--- src/rtl/dual_lane_stream_pkg.sv ---
// Shared types and constants for the two-lane ready/valid stream source.
package dual_lane_stream_pkg;

  typedef enum logic [1:0] {
    IDLE = 2'd0,
    RUN  = 2'd1,
    DONE = 2'd2
  } state_t;

  // Lane 1 payloads start half-way round the payload space so the lanes stay distinguishable.
  function automatic int unsigned lane1_offset(input int unsigned data_width);
    return 32'd1 << (data_width - 1);
  endfunction

  // The stall counter must be able to reach STALL_LIMIT+1.
  function automatic int unsigned stall_cnt_width(input int unsigned stall_limit);
    return $clog2(stall_limit + 2);
  endfunction

endpackage

--- src/rtl/dual_lane_stream_source_lane.sv ---
// One lane of the stream source: beat counter, payload, inter-beat gap, stall watch.
module stream_lane_gen
  import dual_lane_stream_pkg::*;
#(
  parameter int DATA_WIDTH  = 5,
  parameter int COUNT_WIDTH = 8,
  parameter int STALL_LIMIT = 3,
  parameter logic [DATA_WIDTH-1:0] PAYLOAD_OFFSET = '0
) (
  input  logic                   clk,
  input  logic                   rst,
  input  logic                   load,
  input  logic                   run,
  input  logic [COUNT_WIDTH-1:0] count,
  input  logic [DATA_WIDTH-1:0]  seed,
  input  logic [1:0]             gap,
  input  logic                   ready,
  output logic [DATA_WIDTH-1:0]  data,
  output logic                   valid,
  output logic                   last,
  output logic                   stall_hit
);

  localparam int unsigned SW = stall_cnt_width(STALL_LIMIT);
  localparam logic [SW-1:0] STALL_MAX = SW'(STALL_LIMIT + 1);
  localparam logic [SW-1:0] STALL_EDGE = SW'(STALL_LIMIT);

  logic [COUNT_WIDTH-1:0] remaining, remaining_n;
  logic [DATA_WIDTH-1:0]  data_n;
  logic [1:0]             gap_cnt, gap_n;
  logic [SW-1:0]          stall_cnt, stall_n;
  logic                   valid_n;
  logic                   hs;
  logic                   stalled;

  assign hs      = valid & ready;
  assign stalled = valid & ~ready;

  always_comb begin
    remaining_n = remaining;
    data_n      = data;
    gap_n       = gap_cnt;
    stall_n     = stall_cnt;
    valid_n     = valid;
    if (load) begin
      remaining_n = count;
      data_n      = seed + PAYLOAD_OFFSET;
      gap_n       = 2'd0;
      stall_n     = '0;
      valid_n     = (count != '0);
    end else if (run) begin
      if (hs) begin
        remaining_n = remaining - COUNT_WIDTH'(1);
        data_n      = data + DATA_WIDTH'(1);
        gap_n       = gap;
      end else if (gap_cnt != 2'd0) begin
        gap_n = gap_cnt - 2'd1;
      end
      valid_n = (remaining_n != '0) && (gap_n == 2'd0);
      // Saturate so a long stall cannot wrap back below the limit.
      if (stalled)
        stall_n = (stall_cnt == STALL_MAX) ? stall_cnt : stall_cnt + SW'(1);
      else
        stall_n = '0;
    end
  end

  assign last      = (remaining_n == '0);
  assign stall_hit = run && stalled && (stall_cnt == STALL_EDGE);

  always_ff @(posedge clk) begin
    if (rst) begin
      remaining <= '0;
      data      <= '0;
      gap_cnt   <= 2'd0;
      stall_cnt <= '0;
      valid     <= 1'b0;
    end else begin
      remaining <= remaining_n;
      data      <= data_n;
      gap_cnt   <= gap_n;
      stall_cnt <= stall_n;
      valid     <= valid_n;
    end
  end

endmodule

--- src/rtl/dual_lane_stream_source.sv ---
// Two-lane ready/valid traffic source: command FSM, gap capture, done pulse, sticky stall flag.
module dual_lane_stream_source
  import dual_lane_stream_pkg::*;
#(
  parameter int DATA_WIDTH  = 5,
  parameter int COUNT_WIDTH = 8,
  parameter int STALL_LIMIT = 3
) (
  input  logic                   CLK,
  input  logic                   RESET,
  input  logic                   start,
  input  logic [COUNT_WIDTH-1:0] count,
  input  logic [DATA_WIDTH-1:0]  seed,
  input  logic [1:0]             gap,
  output logic [DATA_WIDTH-1:0]  O_0_data,
  input  logic                   O_0_ready,
  output logic                   O_0_valid,
  output logic [DATA_WIDTH-1:0]  O_1_data,
  input  logic                   O_1_ready,
  output logic                   O_1_valid,
  output logic                   busy,
  output logic                   done,
  output logic                   stall_err
);

  localparam logic [DATA_WIDTH-1:0] LANE1_OFFSET = DATA_WIDTH'(lane1_offset(DATA_WIDTH));

  state_t     state, state_n;
  logic [1:0] gap_q;
  logic       accept;
  logic       run;
  logic       last0, last1;
  logic       hit0, hit1;

  assign accept = (state == IDLE) && start;
  assign run    = (state == RUN);
  assign busy   = (state != IDLE);
  assign done   = (state == DONE);

  stream_lane_gen #(
    .DATA_WIDTH    (DATA_WIDTH),
    .COUNT_WIDTH   (COUNT_WIDTH),
    .STALL_LIMIT   (STALL_LIMIT),
    .PAYLOAD_OFFSET('0)
  ) u_lane0 (
    .clk      (CLK),
    .rst      (RESET),
    .load     (accept),
    .run      (run),
    .count    (count),
    .seed     (seed),
    .gap      (gap_q),
    .ready    (O_0_ready),
    .data     (O_0_data),
    .valid    (O_0_valid),
    .last     (last0),
    .stall_hit(hit0)
  );

  stream_lane_gen #(
    .DATA_WIDTH    (DATA_WIDTH),
    .COUNT_WIDTH   (COUNT_WIDTH),
    .STALL_LIMIT   (STALL_LIMIT),
    .PAYLOAD_OFFSET(LANE1_OFFSET)
  ) u_lane1 (
    .clk      (CLK),
    .rst      (RESET),
    .load     (accept),
    .run      (run),
    .count    (count),
    .seed     (seed),
    .gap      (gap_q),
    .ready    (O_1_ready),
    .data     (O_1_data),
    .valid    (O_1_valid),
    .last     (last1),
    .stall_hit(hit1)
  );

  always_comb begin
    state_n = state;
    case (state)
      IDLE: if (start) state_n = (count != '0) ? RUN : DONE;
      // last already accounts for a final handshake happening this cycle.
      RUN:  if (last0 && last1) state_n = DONE;
      DONE: state_n = IDLE;
      default: state_n = IDLE;
    endcase
  end

  always_ff @(posedge CLK) begin
    if (RESET) begin
      state     <= IDLE;
      gap_q     <= 2'd0;
      stall_err <= 1'b0;
    end else begin
      state <= state_n;
      if (accept) gap_q <= gap;
      // A new stall outranks the clear from an accepted start.
      if (hit0 || hit1) stall_err <= 1'b1;
      else if (accept)  stall_err <= 1'b0;
    end
  end

endmodule

--- config.mk ---
export PLATFORM = sky130hd
export DESIGN_NAME = dual_lane_stream_source
export DESIGN_NICKNAME = d
export VERILOG_FILES = /design/src/rtl/dual_lane_stream_pkg.sv /design/src/rtl/dual_lane_stream_source_lane.sv /design/src/rtl/dual_lane_stream_source.sv
export SDC_FILE = /design/constraint.sdc
export NUM_CORES = 1
export LEC_CHECK = 0
export CELL_PAD_IN_SITES_DETAIL_PLACEMENT = 0
export CELL_PAD_IN_SITES_GLOBAL_PLACEMENT = 1
export CORE_MARGIN = 2
export CORE_UTILIZATION = 40
export DETAILED_ROUTE_END_ITERATION = 10
export PLACE_DENSITY = 0.86
export SLEW_MARGIN = 30
export SYNTH_ARGS = -nofsm -noshare
export SYNTH_HDL_FRONTEND = slang
export SYNTH_SLANG_ARGS = --single-unit
--- constraint.sdc ---
create_clock -name CLK -period 2.7 [get_ports CLK]
set_input_delay 0.27 -clock CLK [delete_from_list [all_inputs] [get_ports CLK]]
set_output_delay 0.27 -clock CLK [all_outputs]
set_load 0.03 [all_outputs]
### Wiring by layer

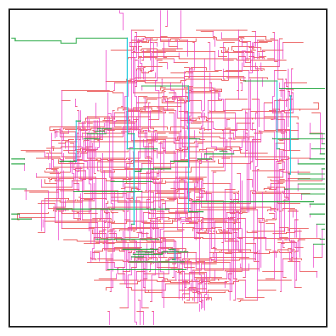
Key: metal 3 = green [wire length 422 um]; metal 2 = magenta [wire length 3390 um]; metal 1 = red [wire length 3360 um]; metal 4 = cyan [wire length 141 um]

### Placed cells, one color a class

Fill, decap, tap and diode cells in gray.
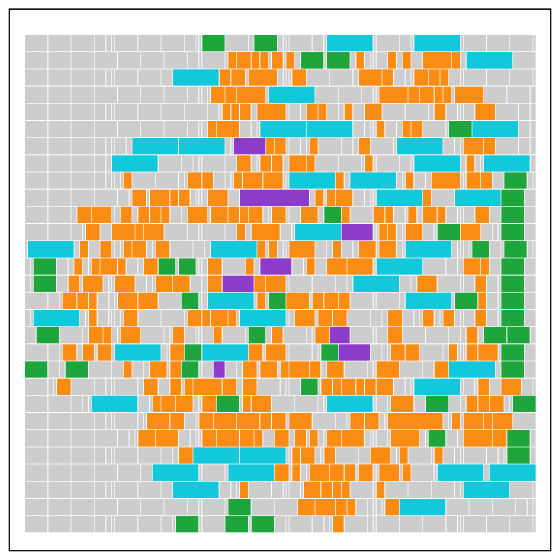
Key: other buffers and delay cells = green [cells 46]; combinational and other logic = orange [cells 276]; flops = cyan [cells 43]; clock drivers and dummy loads = purple [cells 8]

==> metrics.cfg <==
[detailed_routing]
first_iter_violations = 150
wl_per_cell_um = 16.24
wl_met3_um = 421
vias = 2654

[synthesis]
ys.flop_type = dfxtp_1
yosys.area.top_type_share_pct = 32.41
simple_gate_share_pct = 29.91
yosysSeqAreaShare_pct = 32.41

[clock_network]
clock_latency_ps = 300
cts_htree_levels = 2
clk_pin_slew_worst_paths_ps = 90
cts_resized = 0
hold_buffers = 0

[timing]
final_hold_viol_count = 0
fin_hold_ws_ps = 482.7
period_needed_ps = 2305

[global_routing]
grt_pass1_vias = 2490

[critical_path]
r2r_slack_ps = 390

[power_and_ir_drop]
leakagePower_uw = 0.001185
finalPower_uw = 1798

[finish]
antennaDiodeCount = 0
fillers = 644

[outcome]
status = completed

[place]
io_buffers = 34

### Placed standard cells

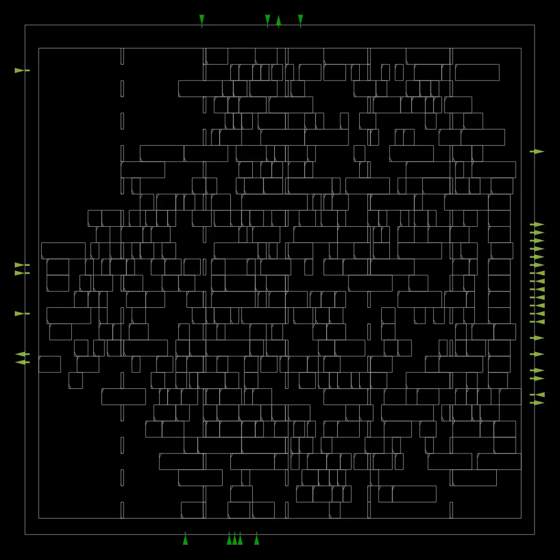
Flops: 43
final std cells w/o fill: 450
core box area: 6386 um^2
num rows: 29

### Clock wires, drivers and flops

Bar = 20 um.
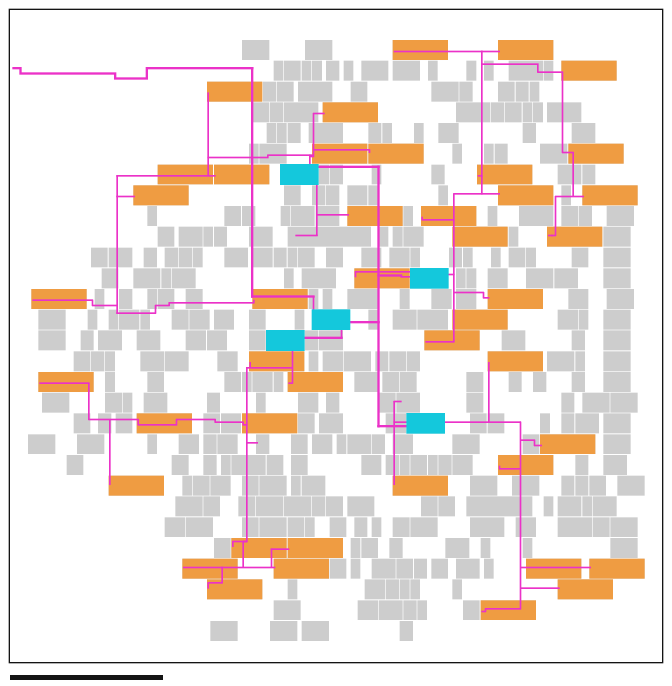
Key: clock wires = magenta [length 590 um]; clock drivers = cyan [count 5]; flip-flops = orange [count 43]
There are 6 routed clock nets.

